**src/rtl/alu_pkg.sv**
```systemverilog
// Shared constants for the ALU-sharing arbiter slice.
// Opcodes, FSM encoding and default widths.
package alu_pkg;

  localparam int WIDTH_D = 32;
  localparam int OPW_D   = 4;

  localparam logic [3:0] OP_ADD  = 4'b0010;
  localparam logic [3:0] OP_CBZ  = 4'b0111;
  localparam logic [3:0] OP_SUB  = 4'b1010;
  localparam logic [3:0] OP_AND  = 4'b0110;
  localparam logic [3:0] OP_ORR  = 4'b0100;
  localparam logic [3:0] OP_EOR  = 4'b1001;
  localparam logic [3:0] OP_NOR  = 4'b0101;
  localparam logic [3:0] OP_NAND = 4'b1100;
  localparam logic [3:0] OP_MOV  = 4'b1101;

  localparam logic [1:0] S_IDLE    = 2'd0;
  localparam logic [1:0] S_ISSUE   = 2'd1;
  localparam logic [1:0] S_COLLECT = 2'd2;
  localparam logic [1:0] S_RESP    = 2'd3;

endpackage

```
**src/rtl/alu_rr_pick.sv**
```systemverilog
// Two-way round-robin grant for shared execution units.
// Purely combinational; ties go to the requester not granted last.
module alu_rr_pick (
  input  logic [1:0] valid_i,
  input  logic       last_i,
  output logic [1:0] grant_o
);

  always_comb begin
    grant_o = 2'b00;
    unique case (1'b1)
      (valid_i == 2'b11): grant_o = last_i ? 2'b01 : 2'b10;
      (valid_i == 2'b01): grant_o = 2'b01;
      (valid_i == 2'b10): grant_o = 2'b10;
      default:            grant_o = 2'b00;
    endcase
  end

endmodule

```
**src/rtl/alu_arbiter.sv**
```systemverilog
// Shares one registered ALU between the execute stage (port 0)
// and the address/branch unit (port 1), one op at a time.
module alu_arbiter
  import alu_pkg::*;
#(
  parameter int WIDTH = WIDTH_D,
  parameter int OPW   = OPW_D
) (
  input  logic             clock,
  input  logic             reset_n,
  input  logic [1:0]       req_valid,
  output logic [1:0]       req_ready,
  input  logic [WIDTH-1:0] req0_in1,
  input  logic [WIDTH-1:0] req0_in2,
  input  logic [OPW-1:0]   req0_op,
  input  logic [WIDTH-1:0] req1_in1,
  input  logic [WIDTH-1:0] req1_in2,
  input  logic [OPW-1:0]   req1_op,
  output logic [WIDTH-1:0] alu_in1,
  output logic [WIDTH-1:0] alu_in2,
  output logic [OPW-1:0]   alu_opcode,
  input  logic [WIDTH-1:0] alu_result,
  input  logic             alu_zero,
  output logic [1:0]       rsp_valid,
  input  logic [1:0]       rsp_ready,
  output logic [WIDTH-1:0] rsp_result,
  output logic             rsp_zero,
  output logic             busy
);

  logic [1:0]       state_q, state_d;
  logic             owner_q, owner_d;
  logic             last_q, last_d;
  logic [WIDTH-1:0] in1_q, in1_d;
  logic [WIDTH-1:0] in2_q, in2_d;
  logic [OPW-1:0]   op_q, op_d;
  logic [WIDTH-1:0] res_q, res_d;
  logic             zero_q, zero_d;
  logic [1:0]       grant;
  logic             idle;
  logic             take;
  logic             g;

  alu_rr_pick u_pick (
    .valid_i (req_valid),
    .last_i  (last_q),
    .grant_o (grant)
  );

  assign idle      = (state_q == S_IDLE);
  assign req_ready = idle ? grant : 2'b00;
  assign take      = |(req_valid & req_ready);
  assign g         = req_ready[1];

  always_comb begin
    state_d = state_q;
    owner_d = owner_q;
    last_d  = last_q;
    in1_d   = in1_q;
    in2_d   = in2_q;
    op_d    = op_q;
    res_d   = res_q;
    zero_d  = zero_q;
    unique case (state_q)
      S_IDLE: begin
        if (take) begin
          state_d = S_ISSUE;
          owner_d = g;
          last_d  = g;
          in1_d   = g ? req1_in1 : req0_in1;
          in2_d   = g ? req1_in2 : req0_in2;
          op_d    = g ? req1_op  : req0_op;
        end
      end
      S_ISSUE: state_d = S_COLLECT;
      S_COLLECT: begin
        res_d   = alu_result;
        zero_d  = alu_zero;
        state_d = S_RESP;
      end
      S_RESP: begin
        if (rsp_ready[owner_q]) state_d = S_IDLE;
      end
      default: state_d = S_IDLE;
    endcase
  end

  always_ff @(posedge clock or negedge reset_n) begin
    if (!reset_n) begin
      state_q <= S_IDLE;
      owner_q <= 1'b0;
      last_q  <= 1'b1;
      in1_q   <= '0;
      in2_q   <= '0;
      op_q    <= '0;
      res_q   <= '0;
      zero_q  <= 1'b0;
    end else begin
      state_q <= state_d;
      owner_q <= owner_d;
      last_q  <= last_d;
      in1_q   <= in1_d;
      in2_q   <= in2_d;
      op_q    <= op_d;
      res_q   <= res_d;
      zero_q  <= zero_d;
    end
  end

  assign alu_in1    = in1_q;
  assign alu_in2    = in2_q;
  assign alu_opcode = op_q;
  assign rsp_result = res_q;
  assign rsp_zero   = zero_q;
  assign busy       = !idle;
  assign rsp_valid  = (state_q == S_RESP) ?
                      (owner_q ? 2'b10 : 2'b01) : 2'b00;

endmodule

```
**config.mk**
```make
export PLATFORM = sky130hd
export DESIGN_NAME = alu_arbiter
export DESIGN_NICKNAME = d
export VERILOG_FILES = /design/src/rtl/alu_pkg.sv /design/src/rtl/alu_rr_pick.sv /design/src/rtl/alu_arbiter.sv
export SDC_FILE = /design/constraint.sdc
export NUM_CORES = 1
export LEC_CHECK = 0
export CORE_ASPECT_RATIO = 0.7
export CORE_UTILIZATION = 39
export DETAILED_ROUTE_END_ITERATION = 10
export PLACE_DENSITY = 0.82
export SYNTH_ARGS = -nofsm -noshare
export SYNTH_HDL_FRONTEND = slang
export SYNTH_HIERARCHICAL = 1
export SYNTH_SLANG_ARGS = --single-unit
```
**constraint.sdc**
```tcl
create_clock -name clock -period 2.8 [get_ports clock]
set_input_delay 0.84 -clock clock [delete_from_list [all_inputs] [get_ports clock]]
set_output_delay 0.84 -clock clock [all_outputs]
set_load 0.01 [all_outputs]
```
==> run summary, run 1 <==
The flow run is done. TritonCTS built the clock tree. Number of placed instances with taps included landed at about 800. Number of distinct library cells after synthesis landed at 25. The share of total power dissipated in the clock network is 0.140. Final cell utilization of the core landed at 0.675. In this run the power density over the cells is 1010 mW/mm^2. Final number of hold-violating endpoints landed at 0. Design area landed at between 0.008 and 0.009 sq mm. Clock tree synthesis inserted a total of 9 buffers. Initial core utilization landed at 0.409. Post-route non-filler standard cell count landed at between 800 and 900. Number of multi-input combinational cells landed at approximately 260. Looking at the worst setup and hold paths, the clock pins of their registers show a slew of roughly 0.070 ns. Maximum VDD drop landed at between 0.5 and 0.6 mV. Via density per instance landed at roughly 5.1. Per the placement log, port buffering inserted ~280 buffers. The layout report lists the non-clock buffer share of cell area as 0.364.

Initial antenna violation count landed at 0. The worst path needs roughly 2.7 ns of the cycle, external delays included. Total global-route track usage over all layers is 0.214. Clock skew on the completed layout was measured at 0.00652 ns. Combinational fraction of design power landed at 0.528.

Data arrival time at the worst-slack endpoint landed at roughly 1.9 ns. Critical path's largest stage delay landed at a little under 0.5 ns. Sum of overflow across all layers after global routing landed at 0. In the power breakdown, the internal column shows roughly 5.3 mW. Number of max-slew violations in the final report landed at 0.

The capture point of the critical path was reported as req_ready[1]. The worst register-to-register path ends at state_q[1]$_DFFE_PN0P_. Placed wire-length estimate landed at about 10 mm.

For reference, the critical path cell chain is clkdlybuf4s50_1 -> a21boi_2 -> buf_4 -> nand2_4 -> inv_1 -> buf_2. Core area landed at between 0.01 and 0.015 sq mm. Floorplan die height landed at 95.8 um. Of the synthesized area, sequential elements account for 0.537. Highest fanout seen on the critical path landed at 2. For the worst-skew pair, the clock arrives at the later sink with an insertion delay of about 0.33 ns.

The path class of the tightest hold or removal check is reg2reg. Multi-input logic gates represent a cell area share of 0.251. Final net count landed at approximately 850. Achievable clock frequency landed at ~370 MHz. For the worst reg-to-reg path, the startpoint reported by OpenROAD is state_q[0]$_DFFE_PN0P_.

The run finished with clean final reports. Combined area of all synthesized cells landed at a little under 0.005 sq mm. The layout summary lists the proportion of cells stronger than drive strength 1 as 0.100. Setup repair after global routing left no endpoint under its margin. Entering global routing, the biggest net connects ~110 pins.

Number of detailed-routing iterations run before antenna repair landed at 4. The worst setup path is captured at an output pin. The first global-routing pass estimated 21.4 mm of wire.

In the setup report, the worst path falls into the class in2out. The flow reports power dissipated in the clock network as between 1 and 1.5 mW. The clock net in this run drives a total of roughly 110 sinks. OpenROAD emitted warnings numbering 31.

Cell total in the yosys stat output landed at slightly above 400. Per the run summary, max-cap violations total 0. The analysis attributes to net switching a power of approximately 2.9 mW. The flow inserted approximately 160 tap cells. Looking at the group totals, the largest power group turns out to be combinational logic. The analysis attributes to cell leakage a power of about 3.6 nW. Clock buffer instance count of the final layout landed at 12.

~280 I/O pins were placed. Power drawn by the combinational cells landed at around 4.3 mW. Count of H-tree levels built during CTS landed at 3. Net switching fraction of the power landed at 0.354. The number of nets in the synthesized netlist is 589. Per the final report, the share of cell area in clock cells is 0.0330. A synthesized cell averages about 12 sq um.

The repair_antennas step left the layout with diodes totalling 0. The number of global-route vias before repair is around 4,300. Count of antenna-violating nets left after detailed routing landed at 0. Pin slew with the least headroom to its limit landed at just over 0.8 ns. Yosys reports a chip area of between 0.004 and 0.005 sq mm. Depth of the most critical reg-to-reg path landed at 6.

During synthesis, Yosys emitted a total of 6 warnings. The detailed router placed ~4,300 vias in this run. For reference, the critical path is launched at req_valid[1]. Power in sequential cells landed at approximately 2.7 mW.
-- run 1: cells in the mapped netlist --
cell type	count	area (sq um)
nor2b_1	1	6.26
clkbuf_1	12	45.0
ha_1	4	50.1
dfrtp_1	104	2600
and2_1	2	12.5
mux2i_1	70	701
buf_2	14	70.1
mux2_1	3	33.8
a32oi_1	1	8.76
nand2_2	1	6.26
nor2_1	1	3.75
a21boi_0	1	7.51
dfstp_2	1	26.3
a31oi_1	68	425
buf_12	1	20.0
a32o_1	1	10.0
nand3_1	1	5.00
clkbuf_4	5	37.5
a21boi_1	1	7.51
inv_1	5	18.8
a21oi_1	68	340
mux2_2	33	372
buf_6	2	22.5
buf_4	8	60.1
nand2_1	2	7.51
-- run 1: worst min-delay path by stage --
stage          depth (start not counted)                          to                  startpoint
2_1_floorplan                          1      state_q[1]$_DFFE_PN0P_      state_q[1]$_DFFE_PN0P_
3_3_place_gp                           1  rsp_result[27]$_DFFE_PN0P_  rsp_result[27]$_DFFE_PN0P_
3_5_place_dp                           1   rsp_result[9]$_DFFE_PN0P_   rsp_result[9]$_DFFE_PN0P_
4_1_cts                                1   rsp_result[9]$_DFFE_PN0P_   rsp_result[9]$_DFFE_PN0P_
5_1_grt                                1  rsp_result[15]$_DFFE_PN0P_  rsp_result[15]$_DFFE_PN0P_
6_report                               1   rsp_result[7]$_DFFE_PN0P_   rsp_result[7]$_DFFE_PN0P_
-- run 1: stage by stage --
step	power (mW)	setup slack (ns)	TNS [ns]	hold WS (ns)
2_1_floorplan	4.88	0.203	0	0.512
3_3_place_gp	6.94	-0.395	-18.75	0.490
3_5_place_dp	7.12	-0.440	-24.74	0.494
4_1_cts	8.30	0.00110	0	0.510
5_1_grt	8.74	0.0229	0	0.530
6_report	8.19	0.0789	0	0.508
-- run 1: flip-flops by register name, indices dropped and copies added (netlist names) --
register,flops
rsp_zero,1
alu_in2,32
rsp_result,32
alu_in1,32
alu_opcode,4
owner_q,1
last_q,1
state_q,2
-- run 1: cells in the final DEF, fill, tap and decap left out, types with 2 or more instances in the layout --
master           instances
mux2i_1                 70
clkbuf_16                9
a31oi_1                 68
buf_12                   4
and2_1                   2
inv_1                    5
buf_2                    2
clkbuf_1                 3
a21boi_2                 2
clkinvlp_4               4
a21oi_1                 68
dfrtp_1                104
mux2_2                  33
mux2_1                   3
clkdlybuf4s50_1        277
nand2_1                  2
ha_1                     3
buf_4                    9
-- run 1: worst max-delay path: cells and delay by family --
kind,cells,cell delay (ns)
buffers and inverters,4,0.81
AOI/OAI and AO/OA,1,0.18
and+or+nand+nor,1,0.05
-- run 1: per-layer routing --
metal / vias to the layer above / wire length [um] / track usage
li1: 2057 / - / -
met1: 2033 / 5530 / 0.246
met2: 175 / 7240 / 0.392
met3: 10 / 1150 / 0.0653
met4: 0 / 136 / 0.0509
met5: - / 0 / 0
-- run 1: kinds of logic after synthesis --
group                      after synthesis  share of synthesized area
muxes                                  106                      0.226
AOI/OAI and AO/OA                      140                      0.163
adders and majority gates                4                     0.0102
DFF                                    105                      0.537
and+or+nand+nor                          8                    0.00843
buffers and inverters                   47                     0.0559
-- run 1: timing repair --
action,CTS,global route
hold buffers,0,0
pin swaps,0,1
resized,10,2
setup endpoints to repair,37,1
### Routing congestion map, run 1

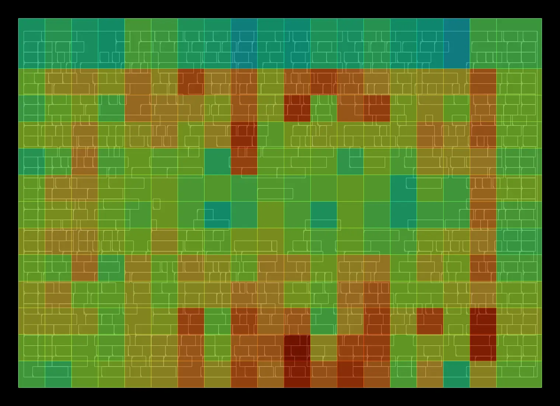
global route hottest layer: met2
detailed-route wire length per cell: 16.9 um
met1 GRT Util: 0.246
met2 capacity usage during global routing: 0.392

### Register map, names as in the netlist, run 1

The bar under the picture is 50 um long. Other sequential cells in the stronger gray, the rest of the logic in the fainter gray.
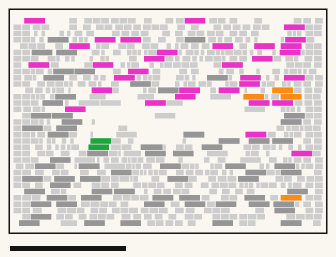
| color | name in the netlist | placed flops |
|---|---|---|
| orange | alu_opcode | 4 |
| green | state_q | 2 |
| magenta | alu_in2 | 32 |
not colored: 67

### Logic cells by family, run 1

The bar under the picture is 50 um long.
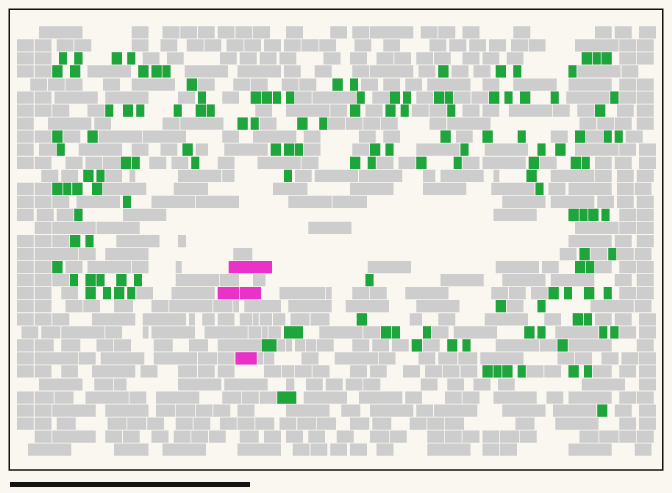
| color | family | cells |
|---|---|---|
| green | inverting AOI/OAI gates | 139 |
| magenta | adder and majority cells | 4 |

### Cells colored by class, run 1

The bar under the picture is 50 um long.
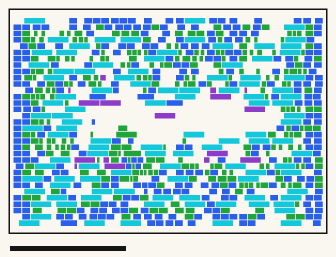
| color | class | cells | share of their area |
|---|---|---|---|
| green | all other logic | 263 | 26% |
| cyan | flip-flops | 105 | 33% |
| purple | clock drivers and dummy loads | 16 | 3.4% |
| blue | other buffers and delay cells | 293 | 37% |

==> run 2: changes to the inputs <==
SLEW_MARGIN = 20   (was not set)
### Logic cells by family, run 2

The bar under the picture is 50 um long.
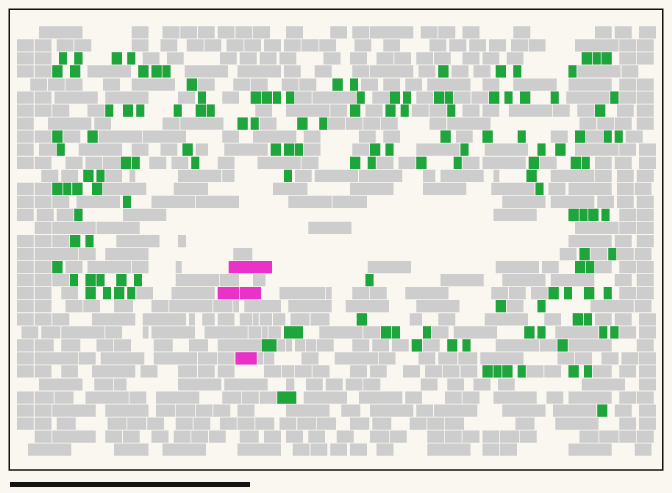
| color | family | cells |
|---|---|---|
| magenta | adder and majority cells | 4 |
| green | inverting AOI/OAI gates | 139 |

==> run 2 against run 1 <==
Synthesized cell count unchanged. Highest routed layer unchanged. Core utilization unchanged. First-iteration DRC count unchanged. Sequential share of layout area stayed put. Combinational power barely moved. Via count stayed put. Critical path depth is the same. Wire length is the same. Clock skew unchanged.
==> run summary, run 2 <==
The flow run is done. Largest clock skew in the final design landed at around 0.0065 ns. In this run the standard cell core region covers between 0.01 and 0.015 sq mm. Global routing usage on met3 landed at 0.0653.

Combined area of all synthesized cells landed at roughly 0.0049 sq mm. Critical path's largest stage delay landed at slightly below 0.5 ns. The power report attributes to the combinational group a share of 0.528. For this design the total switching power over the nets is roughly 2.9 mW. The report lists the cells along the critical path as clkdlybuf4s50_1 -> a21boi_2 -> buf_4 -> nand2_4 -> inv_1 -> buf_2. At the end of the flow, the number of nets in the layout was 851.

After routing, the total negative slack on setup checks comes to 0 ns. The number of clock buffers added by TritonCTS is 9. Among all cell types in the netlist, the one instantiated most often is dfrtp_1. Setup repair after global routing left no endpoint under its margin. Counting endpoints that fail hold in the final report gives 0. The run finished with clean final reports. Placed wire-length estimate landed at 10.3 mm. Per the detail_route report, vias per standard cell equal about 5.1. The final antenna diode tally reported by the flow is 0. The share of total power dissipated in the clock network is 0.140. The top cell types in the final layout, fill and taps aside, are clkdlybuf4s50_1, dfrtp_1, mux2i_1, a21oi_1, a31oi_1. After synthesis, the most frequently instantiated cells are dfrtp_1, mux2i_1, a21oi_1, a31oi_1, mux2_2. Cell total in the yosys stat output landed at about 410. The number of warnings reported in the stage logs is 31.

The initial antenna violation count was 0. The top cell type in the final layout, fill and taps aside, is clkdlybuf4s50_1. Internal power summed over all cells landed at 5.29 mW. Clock insertion delay at the later pin of the skew report landed at around 0.33 ns.

Per the detail_route report, routed wire per instance is around 17 um. After layout, the design draws a total of 8.19 mW. Final period demand of the worst path landed at 2.72 ns. Yosys-reported design area after synthesis landed at about 0.0049 sq mm. Largest net degree at the start of global routing landed at approximately 110.

The final report gives the core utilization as 0.675. The synthesis report lists the Yosys warning total as 6. Portion of synthesized cell area occupied by the leading cell type landed at 0.531. Per the post-synthesis stats, the area per cell is around 12 sq um.

Met1 demand-to-capacity share in global routing landed at 0.246. The routed layout has approximately 4,300 vias. Net switching fraction of the power landed at 0.354.

Per the synthesis report, the number of distinct cell types is 25. During placement, the flow inserted port buffers numbering about 280. Total power per unit cell area landed at 1010 mW/mm^2. Checking hold timing, the worst path is listed with class reg2reg. Setup slack on the worst path after placement came out at -0.440 ns. Summed over all instances, the cell type with the most area after synthesis is dfrtp_1. Of the cells placed in the final design, the portion with a size suffix greater than 1 is 0.100.

Count of antenna-violating nets left after detailed routing landed at 0. IR analysis of the VDD net gives a maximum drop of around 0.52 mV. First-pass GRT wire length landed at about 21 mm. The transition time recorded at the tightest slew-check pin is slightly above 0.8 ns. For this design the static power due to leakage is roughly 3.6 nW. TritonCTS built the clock tree. The H-tree was split into 3 levels. For this run, the leading register cell type out of synthesis is dfrtp_1. Number of max-slew violations in the final report landed at 0.

Number of maximum-capacitance constraint violations landed at 0. The number of global-route vias before repair was ~4,300. Instance count along the most critical hold path landed at 1. The share of the core area taken by cells at floorplan is 0.409. In the setup report, the worst path falls into the class in2out.

Yosys mapped a number of flops with a built-in enable equal to 0. Highest fanout seen on the critical path landed at 2. Tightest hold margin landed at ~0.51 ns. Floorplan die height landed at about 96 um. Total global routing track utilization landed at 0.214.
## run 2: cell counts after synthesis
Identical to the previous run, type by type.
## run 2: final timing paths
path                                      startpoint                    endpoint
max                                     req_valid[1]                req_ready[1]
min                        rsp_result[7]$_DFFE_PN0P_   rsp_result[7]$_DFFE_PN0P_
max reg2reg                   state_q[0]$_DFFE_PN0P_      state_q[1]$_DFFE_PN0P_
min reg2reg                rsp_result[7]$_DFFE_PN0P_   rsp_result[7]$_DFFE_PN0P_
max in group asynchronous                    reset_n     alu_in1[28]$_DFFE_PN0P_
min in group asynchronous                    reset_n  rsp_result[27]$_DFFE_PN0P_
## run 2: kinds of logic after synthesis
logic type | count (synthesis) | share of synthesized area
buffers and inverters | 47 | 0.0559
adders and majority gates | 4 | 0.0102
and+or+nand+nor | 8 | 0.00843
DFF | 105 | 0.537
AOI/OAI and AO/OA | 140 | 0.163
muxes | 106 | 0.226
## run 2: metal layers
layer	wire, um	vias up
met5	0	-
met4	136	0
met3	1150	10
met2	7240	175
met1	5530	2033
li1	-	2057
## run 2: final cells by class
type | instances | area [sq um]
inverter | 5 | 18.8
fill | 897 | 3890
timing repair buffer | 293 | 2940
clock buffer | 12 | 236
multi-input combinational | 258 | 2030
tap | 157 | 196
clock inverter | 4 | 30.0
sequential | 105 | 2630
## run 2: timing repair
action / in CTS / in global routing
pin swaps: 0 / 1
endpoints found under the setup margin: 37 / 1
hold buffers: 0 / 0
hold endpoints to repair: 0 / 0
buffers inserted: 0 / 0
gates cloned: 0 / 0
resized: 10 / 2
## run 2: power groups by stage
| stage | logic [mW] | registers (mW) | clock network (mW) |
|---|---|---|---|
| after floorplan | 1.83 | 3.05 | 0 |
| after global placement | 4.26 | 2.69 | 0 |
| after detailed placement | 4.38 | 2.74 | 0 |
| after CTS | 4.38 | 2.73 | 1.19 |
| after global routing | 4.66 | 2.83 | 1.25 |
| final | 4.32 | 2.72 | 1.15 |
## run 2: per-stage QoR
stage,instances,instance area (sq um)
global route,834,8090
finish,834,8090
floorplan,410,4900
detailed placement,818,7820
CTS,834,8090
global placement,818,7820
## run 2: critical path: cells and delay by family
family | cells | cell delay (ns)
simple gates | 1 | 0.05
buf+inv | 4 | 0.81
compound gates | 1 | 0.18
### Routing congestion map, run 2

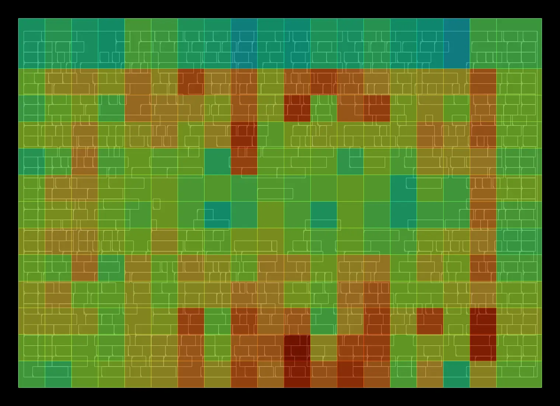

==> run 3: changes to the inputs <==
==> constraint.sdc (replaced) <==
create_clock -name clock -period 2.8 [get_ports clock]
set_input_delay 0.7 -clock clock [delete_from_list [all_inputs] [get_ports clock]]
set_output_delay 0.7 -clock clock [all_outputs]
set_load 0.01 [all_outputs]
### Routing congestion map, run 3

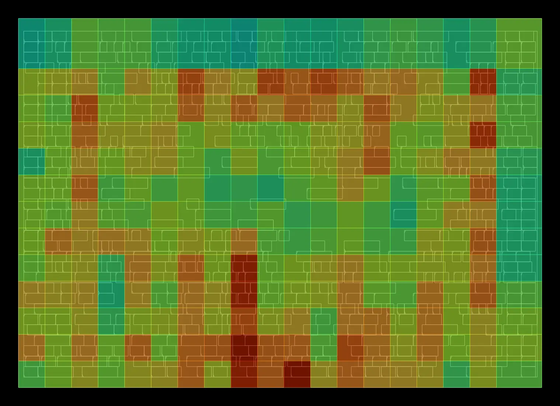
met1 GRT Util: 0.235
detailed-route wire length per cell: 16.9 um

==> run 3 against run 2 <==
Global-route usage down 0.61 points. Sequential share of layout area down 0.34 points. Hold slack worse by 0.31 ns. Critical path type unchanged. Largest power group unchanged. Highest routed layer unchanged.
==> run summary, run 3 <==
The flow run is done. Looking at the cell usage after synthesis, the top flip-flop cell is dfrtp_1. Detailed placement ended at an HPWL of between 10 and 15 mm. Largest net degree at the start of global routing landed at ~84.

The layout summary lists the proportion of cells stronger than drive strength 1 as 0.103. Endpoints failing hold in the final report were tallied at 0. Combined area of all synthesized cells landed at just under 0.005 sq mm. Total power per unit cell area landed at ~1000 mW/mm^2. Overall power after layout landed at 8.45 mW. Worst setup slack after layout landed at roughly 0.18 ns. In this run the number of cells on the critical path is 6.

Counting flops with a built-in enable in the synthesized netlist gives 0. Internal power summed over all cells landed at approximately 5.5 mW. Power dissipated by switching net loads landed at ~2.9 mW. The routed layout reports a DRC error count of 0. Of the total power, combinational logic draws 0.513. Pin slew with the least headroom to its limit landed at 0.799 ns.

Design area landed at about 0.0082 sq mm. Cell area after placement landed at slightly below 0.008 sq mm. The longest incremental delay of any stage on the critical path is reported as between 0.4 and 0.5 ns. Yosys instantiated no cell more often than dfrtp_1.

Placement-stage worst setup slack landed at -0.0978 ns. OpenROAD warning count landed at 29. The flow ran to the end, and the final reports show no timing, DRC or antenna violations. Counting the fill cells in the layout gives between 900 and 1,000. Setup repair after global routing left no endpoint under its margin. Core area landed at between 0.01 and 0.015 sq mm. The finished design was reported to have a net count of roughly 850. The final route contains approximately 4,300 vias.

Walking the worst path, the cells encountered are clkdlybuf4s50_1 -> a21boi_0 -> buf_4 -> nand2_4 -> inv_1 -> dlygate4sd2_1. Count of synthesis-stage warnings from yosys landed at 6. For this run, the chip area from Yosys synthesis comes to between 0.004 and 0.005 sq mm. Post-cts sizing count landed at 2. Final period demand of the worst path landed at between 2 and 3 ns. Proportion of power drawn by the clock network landed at 0.165. Share of async-settable or async-resettable flops after synthesis landed at 1.00. In the setup report, the worst path falls into the class in2out. Among logic cells in the layout, the one with the most instances is clkdlybuf4s50_1. The commonest cells after synthesis are dfrtp_1, mux2i_1, a21oi_1, a31oi_1, mux2_2.

The most common logic cells in the final layout are clkdlybuf4s50_1, dfrtp_1, mux2i_1, a21oi_1, a31oi_1. Buffers plus inverters on the worst setup path landed at 4. Clock insertion delay at the later pin of the skew report landed at 0.34 ns. Mean cell area of the mapped netlist landed at about 12 sq um. The timing report gives the clock slew at the launch and capture registers of the worst setup and hold paths as 0.07 ns.

Portion of synthesized cell area occupied by the leading cell type landed at 0.531. Highest fanout seen on the critical path landed at 2. The placement report lists the number of port buffers as 280. Derived from the worst setup path, the maximum achievable clock frequency is between 300 and 400 MHz. The largest total area in the synthesized netlist belongs to dfrtp_1.

Sum of overflow across all layers after global routing landed at 0. Number of max-slew violations in the final report landed at 0. The first global-routing pass estimated between 20 and 25 mm of wire. I/O pin count landed at roughly 280.

Grouping stages by cell kind, the critical path spends the most delay in buffers and inverters. In the post-synthesis netlist, the biggest area contributors are dfrtp_1, mux2i_1, a31oi_1. TritonCTS reports the number of clock sinks as between 100 and 150.

Antenna cell count landed at 0. Initial core utilization landed at 0.409. Largest clock skew in the final design landed at 0.00518 ns. Number of maximum-capacitance constraint violations landed at 0.

Count of antenna-violating nets left after detailed routing landed at 0. Net switching fraction of the power landed at 0.347. The worst setup path is captured at an output pin. The number of global-route vias before repair came to between 4,000 and 5,000. The floorplan step set the die height to between 90 and 100 um. The number of nets in the synthesized netlist is 589. For this run, the detailed router's first-pass iteration total came to 4. Maximum VDD drop landed at 0.560 mV.

Count of H-tree levels built during CTS landed at 3.
run 3: path summary, 6_finish.rpt:
| kind | from | slack (ns) | end |
|---|---|---|---|
| setup / recovery | req_valid[1] | 0.18 | req_ready[1] |
| setup reg to reg | last_q$_DFFE_PN1P_ | 0.69 | alu_in1[15]$_DFFE_PN0P_ |
| max in group asynchronous | reset_n | 1.85 | alu_in2[22]$_DFFE_PN0P_ |
| hold reg to reg | rsp_zero$_DFFE_PN0P_ | 0.51 | rsp_zero$_DFFE_PN0P_ |
| hold / removal | reset_n | 0.20 | rsp_result[7]$_DFFE_PN0P_ |
| min in group clock | rsp_zero$_DFFE_PN0P_ | 0.51 | rsp_zero$_DFFE_PN0P_ |
run 3: final cells by class:
| type | count | area, sq um | area share |
|---|---|---|---|
| flip-flops and latches | 105 | 2630 | 0.322 |
| clock inverters | 6 | 95.1 | 0.0116 |
| clock buffers | 10 | 239 | 0.0292 |
| multi-input cells | 258 | 2030 | 0.248 |
| inverters | 5 | 18.8 | 0.00230 |
| well taps | 157 | 196 | 0.0240 |
| repair buffers | 296 | 2970 | 0.363 |
run 3: kinds of logic (layout without fill, tap and decap cells):
group                    Yosys count  after routing  share of synthesized area
adder cells (fa/ha/maj)            4              4                     0.0102
flip-flops                       105            105                      0.537
multiplexers                     106            106                      0.226
AND/OR/NAND/NOR                    8              8                    0.00843
AND-OR/OR-AND                    140            140                      0.163
buffers and inverters             47            317                     0.0559
run 3: per-stage QoR:
stage | setup TNS (ns) | std cells | utilization | hold slack (ns)
global placement | -0.0790 | 821 | 0.655 | 0.490
detailed placement | -0.121 | 821 | 0.655 | 0.496
CTS | 0 | 837 | 0.682 | 0.188
finish | 0 | 837 | 0.682 | 0.197
floorplan | 0 | 410 | - | 0.404
global route | 0 | 837 | 0.682 | 0.191
run 3: worst reg2reg max path, cell delays in order (launching register included):
cell and delay (ns):
dfstp_2 0.55, a21boi_0 0.09, buf_4 0.15, nand2_4 0.06
buf_4 0.10, buf_4 0.56, mux2i_1 0.32, a31oi_1 0.11
run 3: routing by layer:
metal,wire length [um],track usage,vias to the layer above
li1,-,-,2054
met1,5600,0.235,2031
met2,7090,0.380,163
met3,1270,0.0685,19
met4,183,0.0537,0
met5,0,0,-
run 3: power by group through the flow:
stage | sequential, mW | clock [mW] | combinational [mW]
2_1_floorplan | 3.05 | 0 | 1.83
3_3_place_gp | 2.70 | 0 | 4.26
5_1_grt | 2.82 | 1.49 | 4.65
6_report | 2.72 | 1.39 | 4.33
3_5_place_dp | 2.75 | 0 | 4.37
4_1_cts | 2.74 | 1.43 | 4.38
Power figures rest on the tool's default switching activity, not on a simulated workload.
